Design alu8_sequencer, sky130hd; sources not shown.
==> images/wires.png <==
(4 px per um) Only two layers are drawn.
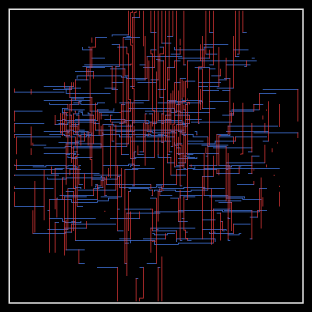
Key: metal 2 = red [wire length 1830 um]; metal 1 = blue [wire length 1560 um]
wire length reported by the detailed router: 3720 um
overall global routing resource usage: 14.8%

==> images/layer_met3.png <==
(4 px per um)
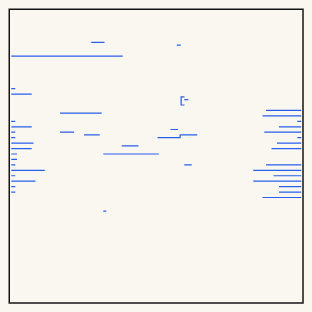
The layer holds 6.2% of the routed length. The wires run mostly horizontal. The longest straight run is 27.6 um. 38 nets have wire on it.
vias after detailed routing: 1155
global routing met3 resource utilization: 3.86%

==> notes.md <==
The flow run is done. Delay contributed by the slowest stage of the critical path landed at 0.80 ns. On met1, the global router reports a usage of 18.3%. Number of gates on the worst path with buffers counted landed at 4.

The power report attributes to the clock group a share of 16.8%. Pin slew with the least headroom to its limit landed at 1.03 ns. Tap insertion was completed with 50 tapcells. The plain and repair buffers instantiated in the layout total 58. Count of library flops with an enable pin landed at 0.

The number of antenna diodes in the final layout is 0. Number of inserted filler cells in the final layout landed at 362. Per report_power, the Combinational row totals 1.12 mW. 62 cells are multi-input combinational gates. Peak fanout along the critical path landed at 20. The clock network power reported by the tool is 0.350 mW. For the worst flop-to-flop path, the logic depth is 3.

Post-cts resize count landed at 0. Sequential power for this build is 0.619 mW. Setup slack on the critical path of the routed design comes to 1.06 ns. Row generation in the floorplan step produced 23 rows. Number of buffers on the longest clock path landed at 2. Among all stages on the critical path, the largest delay is contributed by sky130_fd_sc_hd__nor2_2. Fraction of final layout cells sized beyond drive strength 1 landed at 6.29%.

Summing all flip-flop and latch instances after layout gives 827 sq um. Final clock period utilization by the worst path landed at 71.1%. Tally of non-filler cells in the final layout landed at 225. Area of the mapped netlist landed at 1590 sq um.

Worst slew margin relative to its limit landed at 30.9%. At the worst endpoint, the required time is 3.65 ns. Dividing total power by cell area gives a power density of 951 nW/um^2. After technology mapping, the gate count stands at 115.

The worst setup path is launched from an input pin. Count of buffering cells on the critical path with inverters included landed at 1. Counting the clock-network buffers in the layout gives 7.

Post-synthesis to final-layout area growth landed at 38.0%. Floorplan die height landed at 73.1 um. Buffers placed on the I/O ports in this run total 56. For reference, simple AND, OR, NAND and NOR cells occupy 10.1% of the area reported after synthesis. Footprint of the multi-input gates landed at 568 sq um.

The first detailed-routing pass took 4 iterations. The most common cell in the synthesized netlist is sky130_fd_sc_hd__dfrtp_1. In the CTS report, the clock slew at the register clock pins of the worst setup and hold paths is listed as 0.07 ns. Detailed route wirelength on metal2 landed at 1830 um. The cell-mix breakdown from Yosys lists the compound-gate area share as 7.87%.

After detailed placement, the total cell area comes to 2170 sq um. Area fraction in full adders, half adders and majority gates landed at 0%. Net switching power landed at 0.995 mW. Entering global routing, the biggest net connects 28 pins. The commonest register cell is sky130_fd_sc_hd__dfrtp_1. By instance count after routing, the leading logic cell type is sky130_fd_sc_hd__dlygate4sd3_1.

Along the worst hold path, the cell count comes to 1. Setup repair after global routing left no endpoint under its margin. The final hold violation count recorded for this run is 0. In the power breakdown, the internal column shows 1.09 mW. After routing the design area is 2190 sq um. The main area contributors are sky130_fd_sc_hd__dfrtp_1 50%, sky130_fd_sc_hd__mux2_4 18%, sky130_fd_sc_hd__mux2i_1 5.0%, sky130_fd_sc_hd__a41oi_1 4.4%, sky130_fd_sc_hd__and3b_1 4.4%. The run finished with clean final reports. Sequential cells burn 29.7% of the power.

Leakage power landed at 1.02 nW.
Power figures rest on the tool's default switching activity, not on a simulated workload.
